## src/rtl/alu_pkg.sv

```systemverilog
// Shared types for the iterative multiply/divide unit: operation encoding,
// FSM states and a small op-class helper.
package alu_pkg;

  typedef enum logic [2:0] {
    MUL    = 3'd0,
    MULH   = 3'd1,
    MULHSU = 3'd2,
    MULHU  = 3'd3,
    DIV    = 3'd4,
    DIVU   = 3'd5,
    REM    = 3'd6,
    REMU   = 3'd7
  } muldiv_op_e;

  typedef enum logic [1:0] {
    IDLE = 2'd0,
    CALC = 2'd1,
    DONE = 2'd2
  } state_e;

  // The top bit of the encoding separates the divide family from multiplies.
  function automatic logic is_div(muldiv_op_e op);
    return op[2];
  endfunction

endpackage

```

## src/rtl/alu_div_iter.sv

```systemverilog
// Restoring divider datapath: one quotient bit per step on unsigned magnitudes.
// The next quotient/remainder are exposed so the top can finish on the last step.
module alu_div_iter #(
  parameter int WIDTH = 32
) (
  input  logic             clk,
  input  logic             rst_n,
  input  logic             load,
  input  logic             step,
  input  logic [WIDTH-1:0] dividend,
  input  logic [WIDTH-1:0] divisor,
  output logic [WIDTH-1:0] quo_next,
  output logic [WIDTH-1:0] rem_next
);

  logic [WIDTH-1:0] quo;
  logic [WIDTH-1:0] rem;
  logic [WIDTH-1:0] dvs;
  logic [WIDTH:0]   shifted;
  logic [WIDTH:0]   diff;

  // A borrow out of the trial subtraction means the divisor did not fit.
  always_comb begin
    shifted = {rem, quo[WIDTH-1]};
    diff    = shifted - {1'b0, dvs};
    if (diff[WIDTH]) begin
      rem_next = shifted[WIDTH-1:0];
      quo_next = {quo[WIDTH-2:0], 1'b0};
    end else begin
      rem_next = diff[WIDTH-1:0];
      quo_next = {quo[WIDTH-2:0], 1'b1};
    end
  end

  always_ff @(posedge clk or negedge rst_n) begin
    if (!rst_n) begin
      quo <= '0;
      rem <= '0;
      dvs <= '0;
    end else if (load) begin
      quo <= dividend;
      rem <= '0;
      dvs <= divisor;
    end else if (step) begin
      quo <= quo_next;
      rem <= rem_next;
    end
  end

endmodule

```

## src/rtl/alu_muldiv.sv

```systemverilog
// Iterative RISC-V M-extension multiply/divide unit, one bit per cycle.
// Define ALU_DIV_EN to build the divider; otherwise divide ops return 0 in one cycle.
module alu_muldiv
  import alu_pkg::*;
#(
  parameter int WIDTH = 32
) (
  input  logic             clk,
  input  logic             rst_n,
  input  logic             flush,
  input  logic             in_valid,
  output logic             in_ready,
  input  logic [2:0]       op,
  input  logic [WIDTH-1:0] rs1,
  input  logic [WIDTH-1:0] rs2,
  output logic             out_valid,
  input  logic             out_ready,
  output logic [WIDTH-1:0] result,
  output logic             busy
);

  localparam int CW = $clog2(WIDTH);

  state_e             state, state_next;
  muldiv_op_e         op_in, op_q;
  logic [CW-1:0]      cnt;
  logic [WIDTH-1:0]   ma;
  logic [2*WIDTH-1:0] prod, prod_next, prod_fix;
  logic [WIDTH:0]     psum;
  logic               accept, neg_q, neg_in;
  logic               a_signed, b_signed, a_neg, b_neg;
  logic [WIDTH-1:0]   a_mag, b_mag;
  logic               fast_done;
  logic [WIDTH-1:0]   fast_result, final_result;

  assign op_in  = muldiv_op_e'(op);
  assign accept = in_valid && in_ready;

`ifdef ALU_DIV_EN
  localparam logic [WIDTH-1:0] MOST_NEG = {1'b1, {(WIDTH-1){1'b0}}};
  logic [WIDTH-1:0] quo_next, rem_next;
  logic             div_zero, div_ovf;

  alu_div_iter #(.WIDTH(WIDTH)) u_div (
    .clk      (clk),
    .rst_n    (rst_n),
    .load     (accept),
    .step     (state == CALC && !flush),
    .dividend (a_mag),
    .divisor  (b_mag),
    .quo_next (quo_next),
    .rem_next (rem_next)
  );
`endif

  always_ff @(posedge clk or negedge rst_n) begin
    if (!rst_n) state <= IDLE;
    else        state <= state_next;
  end

  always_comb begin
    state_next = state;
    case (state)
      IDLE:    if (accept) state_next = fast_done ? DONE : CALC;
      CALC:    if (flush) state_next = IDLE;
               else if (cnt == '0) state_next = DONE;
      DONE:    if (flush || out_ready) state_next = IDLE;
      default: state_next = IDLE;
    endcase
  end

  always_comb begin
    in_ready  = rst_n && (state == IDLE) && !flush;
    out_valid = (state == DONE);
    busy      = (state != IDLE);
  end

  // Operands are iterated as magnitudes; the final negation flag fixes the sign.
  always_comb begin
    a_signed = op_in inside {MULH, MULHSU, DIV, REM};
    b_signed = op_in inside {MULH, DIV, REM};
    a_neg    = a_signed && rs1[WIDTH-1];
    b_neg    = b_signed && rs2[WIDTH-1];
    a_mag    = a_neg ? -rs1 : rs1;
    b_mag    = b_neg ? -rs2 : rs2;
    neg_in   = 1'b0;
    case (op_in)
      MULH, MULHSU, DIV: neg_in = a_neg ^ b_neg;
      REM:               neg_in = a_neg;
      default:           neg_in = 1'b0;
    endcase
  end

  always_comb begin
    fast_done   = 1'b0;
    fast_result = '0;
`ifdef ALU_DIV_EN
    div_zero = (rs2 == '0);
    div_ovf  = (op_in == DIV || op_in == REM) && (rs1 == MOST_NEG) && (rs2 == '1);
    if (is_div(op_in) && div_zero) begin
      fast_done   = 1'b1;
      fast_result = (op_in == DIV || op_in == DIVU) ? '1 : rs1;
    end else if (div_ovf) begin
      fast_done   = 1'b1;
      fast_result = (op_in == DIV) ? rs1 : '0;
    end
`else
    fast_done = is_div(op_in);
`endif
  end

  // Shift-add: conditionally add the multiplicand to the upper half, shift right.
  always_comb begin
    psum      = {1'b0, prod[2*WIDTH-1:WIDTH]} + (prod[0] ? {1'b0, ma} : '0);
    prod_next = {psum, prod[WIDTH-1:1]};
    prod_fix  = neg_q ? -prod_next : prod_next;
    final_result = (op_q == MUL) ? prod_fix[WIDTH-1:0] : prod_fix[2*WIDTH-1:WIDTH];
`ifdef ALU_DIV_EN
    if (op_q == DIV || op_q == DIVU)
      final_result = neg_q ? -quo_next : quo_next;
    else if (op_q == REM || op_q == REMU)
      final_result = neg_q ? -rem_next : rem_next;
`endif
  end

  always_ff @(posedge clk or negedge rst_n) begin
    if (!rst_n) begin
      op_q   <= MUL;
      cnt    <= '0;
      ma     <= '0;
      prod   <= '0;
      neg_q  <= 1'b0;
      result <= '0;
    end else if (accept) begin
      op_q  <= op_in;
      cnt   <= CW'(WIDTH - 1);
      ma    <= a_mag;
      prod  <= {{WIDTH{1'b0}}, b_mag};
      neg_q <= neg_in;
      if (fast_done) result <= fast_result;
    end else if (state == CALC && !flush) begin
      cnt  <= (cnt != '0) ? cnt - 1'b1 : '0;
      prod <= prod_next;
      if (cnt == '0) result <= final_result;
    end
  end

endmodule

```

## config.mk

```make
export PLATFORM = sky130hd
export DESIGN_NAME = alu_muldiv
export DESIGN_NICKNAME = d
export VERILOG_FILES = /design/src/rtl/alu_pkg.sv /design/src/rtl/alu_div_iter.sv /design/src/rtl/alu_muldiv.sv
export SDC_FILE = /design/constraint.sdc
export NUM_CORES = 1
export LEC_CHECK = 0
export ABC_AREA = 1
export CORE_ASPECT_RATIO = 1.1
export CORE_MARGIN = 8
export CORE_UTILIZATION = 50
export DETAILED_ROUTE_END_ITERATION = 8
export PLACE_DENSITY_LB_ADDON = 0.1
export REMOVE_ABC_BUFFERS = 1
export SETUP_SLACK_MARGIN = 0.15
export SLEW_MARGIN = 40
export SYNTH_ARGS = -nofsm -noshare
export SYNTH_HDL_FRONTEND = slang
export SYNTH_SLANG_ARGS = --single-unit
```

## constraint.sdc

```tcl
create_clock -name clk -period 4.57 [get_ports clk]
set_clock_uncertainty 0.15 [all_clocks]
set_input_delay 1.371 -clock clk [delete_from_list [all_inputs] [get_ports clk]]
set_output_delay 1.371 -clock clk [all_outputs]
set_load 0.02 [all_outputs]
```

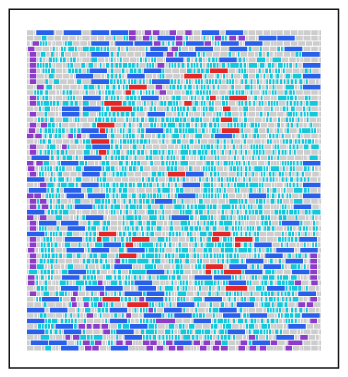
Figure 1: cells coloured by class.
(2 px per µm) Fill, decap, tap and diode cells in grey.
Cyan shows combinational and other logic, cells 1725. Purple shows other buffers and delay cells, cells 124. Blue shows flops, cells 139. Red shows clock drivers and dummy loads, cells 32.
fraction of area in registers: 24.8%
post-layout util: 59.5%

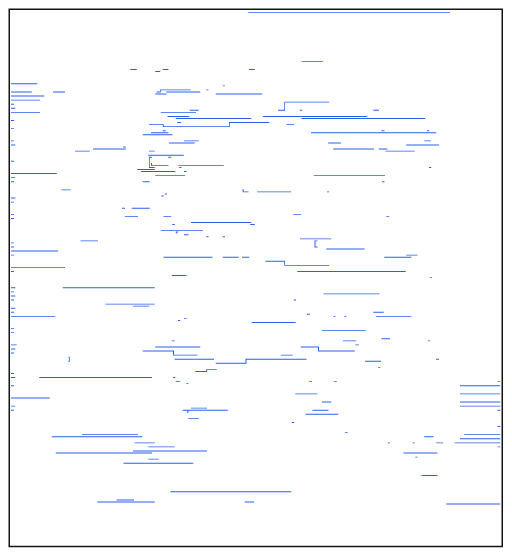
Figure 2: metal 3.
(3 px per µm)
157 nets have wire on it. The layer holds 4.2% of the routed length.
met3 GRT Util: 3.12%
DR vias: 12441

==> commit_impl_results.txt <==
Record implementation results from latest flow run

- Reg2reg end: result[30]
- Hold is met by 0.329 ns.
- The most critical setup path has its endpoint at in_ready.
* Log Warnings: 26
- Clock latency on the worst-skew pair, taken at its later pin, is ~0.45 ns.
- Worst slack at placement: 0.252 ns
- After clock tree synthesis, the flow added hold-fix buffers numbering 0.
* Clock-pin slew on the worst setup and hold paths: ~0.070 ns
* Length in cells of the worst reg-to-reg path: 22
* Vias in the first global route: 12107
* Mapped Cells: roughly 1900
* Horizontal die dimension: ~160 µm
* Antenna violations before repair: 0
- The post-synth register bit count is between 100 and 150.
- Number of failing hold endpoints at the final stage: 0
- Counting I/O delays and the setup requirement, the final critical path takes 4.23 ns.
- Yosys attributes the largest share of cell area to dfrtp_1, nand2_1, inv_1.
- Finish-stage setup viols: 0
* Relative slew slack: between 50% and 60%
- The required time at the worst endpoint is listed as slightly above 3 ns.
* Run status: finished clean
* Internal Dissipation: around 3.2 mW
* Half-perimeter wire length of the detailed placement result: ~29000 µm
* Yosys top cell by area: dfrtp_1
- Switching power share of the total: between 40 and 50%
* Placeable core area: 23600 µm²
- Largest net degree at the start of global routing: 140
- Power comes to 5.72 mW.
- The synthesized design contains 0 enable-type register cells.
- Cell count listed in synth_stat.txt: 1922
* Placement row count: 59
- Ys Warns: 0
* Tcrit/Tclk final: between 90 and 100%
- The top cell type by area accounts for 28.9% of the synthesized area.
* Leakage component of the power: 7.28 nW
* Area of the die: 29300 µm²
* Critical Path Sink Type: output pin
* Routability congestion estimate from global placement: roughly 0.97
* Net Sw Power: 2.53 mW
* Number of gates resized after CTS: 0
- The transition time recorded at the tightest slew-check pin is 0.743 ns.
* IR Drop Worst-Case VDD: 253 µV
- The clock passes through at most 2 buffers.
- STA reports a reg2reg setup slack of about 1.0 ns.
- The tree is rooted in a clkbuf_16.
* Worst-path maximum fanout: 3
* Power density over the cells: between 400 and 500 nW/µm²
- Cts bufs inserted: 17
- Final WL: 37400 µm
* Number of port buffers: 106
- Among all flip-flop cells after synthesis, the most frequent one is dfrtp_1.
- Part of the total power dissipated in combinational logic: 43.7%
* DRC Markers: 0
- STA classifies the critical path startpoint as an input port.
- Total of max-cap violations: 0
- Per the final layout report, the fraction of cells sized above drive strength 1 comes to 9.11%.
- CTS tree: done
- First-pass GRT wire length: 61200 µm
- For this run, the chip area from Yosys synthesis comes to 12000 µm².
* Die H: ~180 µm
* Count of cell types in the netlist: 47
- Classification of the worst setup path: input port to output pin
- The number of antenna diodes in the final layout is 0.
* Clock group share of total power: between 20% and 30%
* Reg2reg start: prod[0]
- Total Nets Final: 2116
- Sequential share of power: 29.0%
- First-pass iteration count of the detailed router: 5
- Recorded from the global router log, the overflow total was 0.
- Register share after synthesis: 28.9%
- At the worst endpoint, the arrival time is roughly 2.7 ns.
- Final Max Tran Viols: 0
- Per the detail_route report, vias per standard cell equal 5.35.
- Timing would allow up to 0.237 GHz.
- Accumulated negative setup slack: 0 ns
- Count of H-tree levels built during CTS: 4
* Core Util at FP: 50.9%
- between 100 and 150 I/O pins were placed.
* Clock Sink Count: 139
- Dividing the synthesized area by the synthesized cell count gives 6.25 µm².
* Async S/R FF share, synth: 100%
- The violation tally recorded at the end of detailed-routing iteration 0 is between 800 and 900.
* Tally of nets with antenna violations remaining after routing: 0
- Hold WC Path Type: register to register
- Setup repair after global routing missed its margin: no
- Post-synth design cell area: roughly 12000 µm²
* Post-CTS setup buffers: 0
* Critical path startpoint: flush
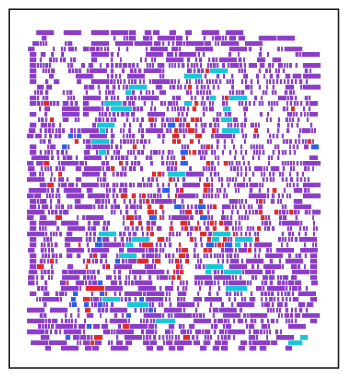
Figure 3: cells by drive strength.
(2 px per µm)
Red shows _2 cells, cells 121, share 6.0%. Purple shows _0 and _1 cells, cells 1836, share 91%. Cyan shows _6 and larger, cells 34, share 1.7%. Blue shows _3 and _4 cells, cells 29, share 1.4%.
worst path setup slack after routing: 0.343 ns
Area growth, synth to finish: 16.9%
cell area after layout: 14100 µm²

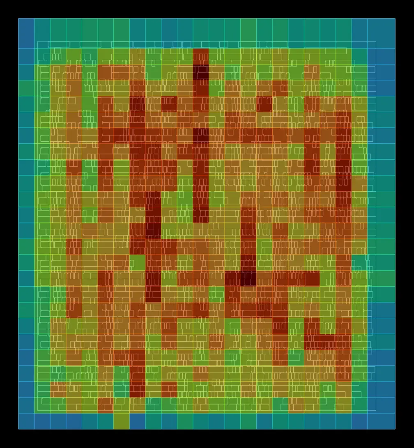
Figure 4: routing congestion map.
M1 GR Usage: 32.4%
GRT Resource Usage Total: 26.2%
average wire per cell in the routed design: 16.1 µm
most utilized layer in the global route result: met2
met2 track demand over resource: 45.3%

power by group through the flow:
| stage | sequential [mW] | combinational, mW | clock [mW] |
|---|---|---|---|
| 6_report | 1.66 | 2.50 | 1.56 |
| 2_1_floorplan | 1.64 | 1.77 | 0 |
| 3_5_place_dp | 1.68 | 2.46 | 0 |
| 4_1_cts | 1.66 | 2.48 | 1.58 |
| 5_1_grt | 1.69 | 2.82 | 1.63 |
| 3_3_place_gp | 1.67 | 2.42 | 0 |
cells by family (layout without fill, tap and decap cells):
family | after synthesis | after routing | synth area share, %
xor gates and xnor gates | 41 | 41 | 3.11
AOI/OAI and AO/OA | 284 | 284 | 13.5
adders and majority gates | 37 | 37 | 3.91
DFF | 139 | 139 | 28.9
and+or+nand+nor | 1078 | 1078 | 39.7
buffers and inverters | 343 | 441 | 10.9
metal layers:
layer	up-vias	track usage, %	wire, µm
met4	0	11.1	1360
met2	316	45.3	18100
met1	5730	32.4	16400
met3	66	3.12	1560
li1	6329	-	-
met5	-	0	0
cell type report:
class                           instances  area [µm²]
Clock inverter                         15         214
Timing Repair Buffer                  124        1230
Clock buffer                           17         425
Sequential cell                       139        3480
Multi-Input combinational cell       1440        7250
Inverter                              285        1070
Fill cell                            2483        9570
Tap cell                              305         382
metrics by stage:
| step | cell area, µm² | instances |
|---|---|---|
| detailed placement | 13400 | 2292 |
| floorplan | 11800 | 1864 |
| CTS | 14000 | 2324 |
| global route | 14100 | 2325 |
| finish | 14100 | 2325 |
| global placement | 13400 | 2292 |
worst min path at each step:
stage               start          to  slack, ns  cells after the start
3_5_place_dp   result[25]  result[25]       0.31                      2
5_1_grt         result[1]   result[1]       0.36                      2
4_1_cts        result[25]  result[25]       0.33                      2
2_1_floorplan       ma[2]       ma[2]       0.30                      2
6_report       result[20]  result[20]       0.33                      2
3_3_place_gp   result[29]  result[29]       0.31                      2
registers in the layout, summed over array words and instances (netlist names):
| register | count |
|---|---|
| cnt | 5 |
| neg_q | 1 |
| state | 2 |
| result | 32 |
| ma | 32 |
| op_q | 3 |
| prod | 64 |
critical path: stages:
cell             delay, ns
clkdlybuf4s50_1       0.45
nor3b_2               0.24
clkdlybuf4s50_1       0.64
cells in the final DEF (no fill, tap or decap), types with 16 or more instances in the layout:
cell,synthesis,layout
nor2_1,159,159
o221ai_1,28,28
a21oi_1,71,70
xor2_1,25,25
o21ai_0,143,143
nand3b_1,17,17
nand2_1,616,615
nor3_1,27,26
dfrtp_1,139,138
clkbuf_16,0,17
nand2_2,51,52
nor2_2,25,25
inv_1,269,268
ha_1,36,36
nand4_1,22,22
clkdlybuf4s50_1,0,105
buf_4,1,16
nand3_1,124,124
synthesized netlist by cell type (all sizes together), types with 9 or more instances:
| cell type | count |
|---|---|
| nand2 | 670 |
| inv | 283 |
| nor2 | 193 |
| o21ai | 150 |
| dfrtp | 139 |
| nand3 | 137 |
| a21oi | 73 |
| clkbuf | 38 |
| ha | 36 |
| nor3 | 31 |
| o221ai | 28 |
| xor2 | 25 |
| nand4 | 22 |
| buf | 20 |
| nand3b | 18 |
| xnor2 | 16 |
| o211ai | 9 |
Power and IR drop assume default switching activity.
